wires.png
Scale: 3 px per um.
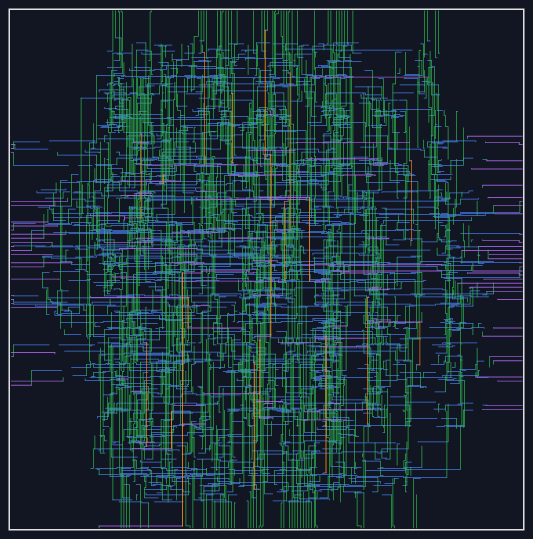
power_grid.png
Scale: 2 px per um. Pins as bars on the die edge.
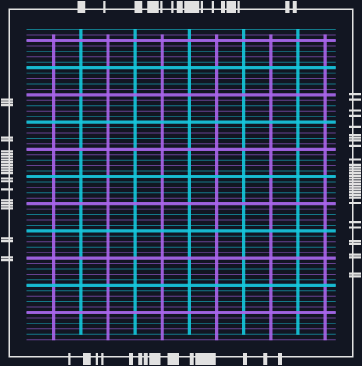
clocks.png
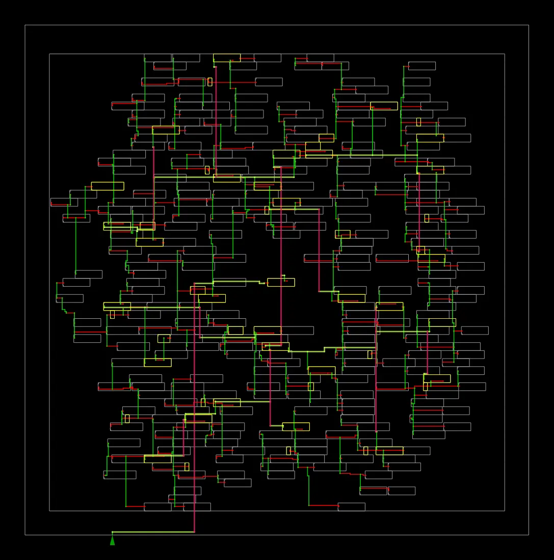
clk_routes.png
Scale: 1.5 px per um.
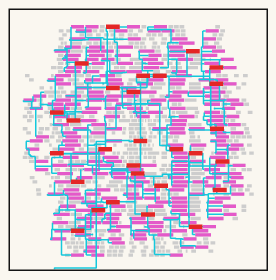
<file path="config.mk">
export PLATFORM = sky130hd
export DESIGN_NAME = givens_matrix_store
export DESIGN_NICKNAME = d
export VERILOG_FILES = /design/src/rtl/givens_pkg.sv /design/src/rtl/givens_tdp_ram.sv /design/src/rtl/givens_matrix_store.sv
export SDC_FILE = /design/constraint.sdc
export NUM_CORES = 1
export LEC_CHECK = 0
export CAP_MARGIN = 10
export CORE_AREA = 8 8 163 165
export DETAILED_ROUTE_END_ITERATION = 10
export DIE_AREA = 0 0 171 173
export PLACE_DENSITY = 0.76
export SETUP_SLACK_MARGIN = 0.4
export SLEW_MARGIN = 15
export SYNTH_ARGS = -nofsm -noshare
export SYNTH_HDL_FRONTEND = slang
export SYNTH_SLANG_ARGS = --single-unit
</file>
<file path="constraint.sdc">
create_clock -name clk -period 3.25 [get_ports clk]
set_input_delay 0.65 -clock clk [delete_from_list [all_inputs] [get_ports clk]]
set_output_delay 0.65 -clock clk [all_outputs]
set_load 0.05 [all_outputs]
</file>
<file path="src/rtl/givens_pkg.sv">
// Shared types and constants for the Givens rotation matrix store.
package givens_pkg;

  localparam int DEFAULT_DATA_W = 32;
  localparam int DEFAULT_FRAC_W = 16;

  typedef enum logic {INIT, READY} givens_state_t;

  // Fixed-point 1.0 with frac_w fractional bits; callers truncate to their width.
  function automatic logic [63:0] one_val(input int frac_w);
    return 64'd1 << frac_w;
  endfunction

endpackage

</file>
<file path="src/rtl/givens_tdp_ram.sv">
// True dual-port read-first RAM with a two-stage registered read path and
// a matching valid pipeline per port.
module givens_tdp_ram #(
  parameter int DATA_W = 32,
  parameter int DEPTH = 4,
  localparam int AW = (DEPTH > 1) ? $clog2(DEPTH) : 1
)(
  input  logic              clk,
  input  logic              rst_n,
  input  logic              a_en,
  input  logic              a_we,
  input  logic [AW-1:0]     a_addr,
  input  logic [DATA_W-1:0] a_wdata,
  output logic [DATA_W-1:0] a_rdata,
  output logic              a_rvalid,
  input  logic              b_en,
  input  logic              b_we,
  input  logic [AW-1:0]     b_addr,
  input  logic [DATA_W-1:0] b_wdata,
  output logic [DATA_W-1:0] b_rdata,
  output logic              b_rvalid
);

  logic [DATA_W-1:0] mem [DEPTH];
  logic [DATA_W-1:0] a_q1, b_q1;
  logic              a_v1, b_v1;

  // NOTE: the array and first read stage have no reset so they map onto block RAM.
  // NOTE: non-blocking assignments make every read see the pre-write contents,
  // and the later port A write wins when both ports hit the same entry.
  always_ff @(posedge clk) begin
    if (a_en) a_q1 <= mem[a_addr];
    if (b_en) b_q1 <= mem[b_addr];
    if (b_en && b_we) mem[b_addr] <= b_wdata;
    if (a_en && a_we) mem[a_addr] <= a_wdata;
  end

  // Output stage only loads on a valid read so rdata holds between reads.
  always_ff @(posedge clk or negedge rst_n) begin
    if (!rst_n) begin
      a_v1     <= 1'b0;
      b_v1     <= 1'b0;
      a_rvalid <= 1'b0;
      b_rvalid <= 1'b0;
      a_rdata  <= '0;
      b_rdata  <= '0;
    end else begin
      a_v1     <= a_en & ~a_we;
      b_v1     <= b_en & ~b_we;
      a_rvalid <= a_v1;
      b_rvalid <= b_v1;
      if (a_v1) a_rdata <= a_q1;
      if (b_v1) b_rdata <= b_q1;
    end
  end

endmodule

</file>
<file path="src/rtl/givens_matrix_store.sv">
// N x N Givens rotation matrix store: self-initialises to identity, (row, col)
// addressed dual-port access with two-cycle read latency and collision flag.
module givens_matrix_store
  import givens_pkg::*;
#(
  parameter int N      = 2,
  parameter int DATA_W = DEFAULT_DATA_W,
  parameter int FRAC_W = DEFAULT_FRAC_W,
  localparam int CW = (N > 1) ? $clog2(N) : 1
)(
  input  logic              clk,
  input  logic              rst_n,
  input  logic              init_req,
  output logic              ready,
  input  logic              a_en,
  input  logic              a_we,
  input  logic [CW-1:0]     a_row,
  input  logic [CW-1:0]     a_col,
  input  logic [DATA_W-1:0] a_wdata,
  output logic [DATA_W-1:0] a_rdata,
  output logic              a_rvalid,
  input  logic              b_en,
  input  logic              b_we,
  input  logic [CW-1:0]     b_row,
  input  logic [CW-1:0]     b_col,
  input  logic [DATA_W-1:0] b_wdata,
  output logic [DATA_W-1:0] b_rdata,
  output logic              b_rvalid,
  output logic              wr_collision
);

  localparam int DEPTH = N * N;
  localparam int AW = (DEPTH > 1) ? $clog2(DEPTH) : 1;
  localparam logic [DATA_W-1:0] ONE = DATA_W'(one_val(FRAC_W));

  function automatic logic in_range(input logic [CW-1:0] row, input logic [CW-1:0] col);
    return (int'(row) < N) && (int'(col) < N);
  endfunction

  function automatic logic [AW-1:0] lin_addr(input logic [CW-1:0] row, input logic [CW-1:0] col);
    return AW'(int'(row) * N + int'(col));
  endfunction

  givens_state_t state, state_nxt;
  logic [AW-1:0] cnt, cnt_nxt;

  always_ff @(posedge clk or negedge rst_n) begin
    if (!rst_n) begin
      state <= INIT;
      cnt   <= '0;
    end else begin
      state <= state_nxt;
      cnt   <= cnt_nxt;
    end
  end

  // NOTE: every output of this block is assigned a default first so no latch is inferred.
  always_comb begin
    state_nxt = state;
    cnt_nxt   = cnt;
    unique case (state)
      INIT: begin
        if (cnt == AW'(DEPTH - 1)) begin
          state_nxt = READY;
          cnt_nxt   = '0;
        end else begin
          cnt_nxt = cnt + AW'(1);
        end
      end
      READY: begin
        if (init_req) begin
          state_nxt = INIT;
          cnt_nxt   = '0;
        end
      end
      default: ;
    endcase
  end

  assign ready = (state == READY);

  // The cycle that accepts init_req drops both ports' requests.
  logic accept, a_ok, b_ok, is_diag;
  logic [AW-1:0] a_addr, b_addr;
  assign accept  = ready && !init_req;
  assign a_addr  = lin_addr(a_row, a_col);
  assign b_addr  = lin_addr(b_row, b_col);
  assign a_ok    = accept && a_en && in_range(a_row, a_col);
  assign b_ok    = accept && b_en && in_range(b_row, b_col);
  assign is_diag = (int'(cnt) % (N + 1)) == 0;

  logic              ram_a_en, ram_a_we;
  logic [AW-1:0]     ram_a_addr;
  logic [DATA_W-1:0] ram_a_wdata;

  // The identity writer owns port A while initialising.
  always_comb begin
    ram_a_en    = a_ok;
    ram_a_we    = a_we;
    ram_a_addr  = a_addr;
    ram_a_wdata = a_wdata;
    if (state == INIT) begin
      ram_a_en    = 1'b1;
      ram_a_we    = 1'b1;
      ram_a_addr  = cnt;
      ram_a_wdata = is_diag ? ONE : '0;
    end
  end

  always_ff @(posedge clk or negedge rst_n) begin
    if (!rst_n) wr_collision <= 1'b0;
    else        wr_collision <= a_ok && a_we && b_ok && b_we && (a_addr == b_addr);
  end

  givens_tdp_ram #(
    .DATA_W(DATA_W),
    .DEPTH (DEPTH)
  ) u_ram (
    .clk     (clk),
    .rst_n   (rst_n),
    .a_en    (ram_a_en),
    .a_we    (ram_a_we),
    .a_addr  (ram_a_addr),
    .a_wdata (ram_a_wdata),
    .a_rdata (a_rdata),
    .a_rvalid(a_rvalid),
    .b_en    (b_ok),
    .b_we    (b_we),
    .b_addr  (b_addr),
    .b_wdata (b_wdata),
    .b_rdata (b_rdata),
    .b_rvalid(b_rvalid)
  );

endmodule

</file>
==> results.py <==
# Generated from Yosys and OpenROAD reports
metrics = {
    "run_status": {
        "status": "finished, final reports clean",
    },
    "power": {
        "power_frac_comb_pct": 40.5,
        "finalPower_mw": 15.45,
    },
    "clocking": {
        "cts-root-buf": "clkbuf_16",
        "cts.clk_slew.worst_paths_ps": 60,
    },
    "detailed_routing": {
        "wl_met1_mm": 10.83,
        "drt_wl_total_mm": 27.95,
    },
    "global_routing": {
        "grt_overflow": 0,
    },
    "synth": {
        "yosysWarnings": 0,
        "ys_sh_adder_pct": 0.1042,
        "yosys.area.top_type": "edfxtp_1",
    },
    "timing": {
        "hold_viol_final": 0,
        "setup_tns_ps": 0,
        "tightest_slew_ps": 974.8,
    },
    "worst_setup_path": {
        "r2r_end": "u_ram.mem[3][15]",
        "crit_family": "flip-flops",
        "worstSetupEndpointType": "output pin",
        "cp-endpoint": "ready",
        "cpPeakStageDelay_ps": 750,
    },
    "final_layout": {
        "area.combinational_um2": 4203,
    },
    "floorplan": {
        "ios": 143,
    },
}
## Picture notes: wires.png
Key: orange = metal 4 [wire length 639 um]; purple = metal 3 [wire length 1580 um]; blue = metal 1 [wire length 10800 um]; green = metal 2 [wire length 14900 um]
average wire per standard cell: 24.54 um
DR vias: 6535
overall routing resource usage: 18.81%

## Picture notes: power_grid.png
Key: cyan = VDD; purple = VSS
58 met1 rails follow the rows. The core has 57 rows. 11 straps on met5. 143 signal pins sit on the boundary. 11 straps on met4.
worst vdd ir: 0.6926 mV
chip width: 171 um
Core ar.: 23960 um^2
die height: 173 um

## Picture notes: clocks.png
clock-net power: 3.10 mW
CTS sink cnt: 264
Num CTS Buffers: 28
flop count: 264

## Picture notes: clk_routes.png
Key: red = clock drivers [count 28]; cyan = clock wires [length 3010 um]; magenta = flip-flops [count 264]
There are 29 routed clock nets.
power share of the clock group: 20.1%
worst skew pair latency: 530 ps

No activity file was given, so power comes from the tool's default toggle rates.
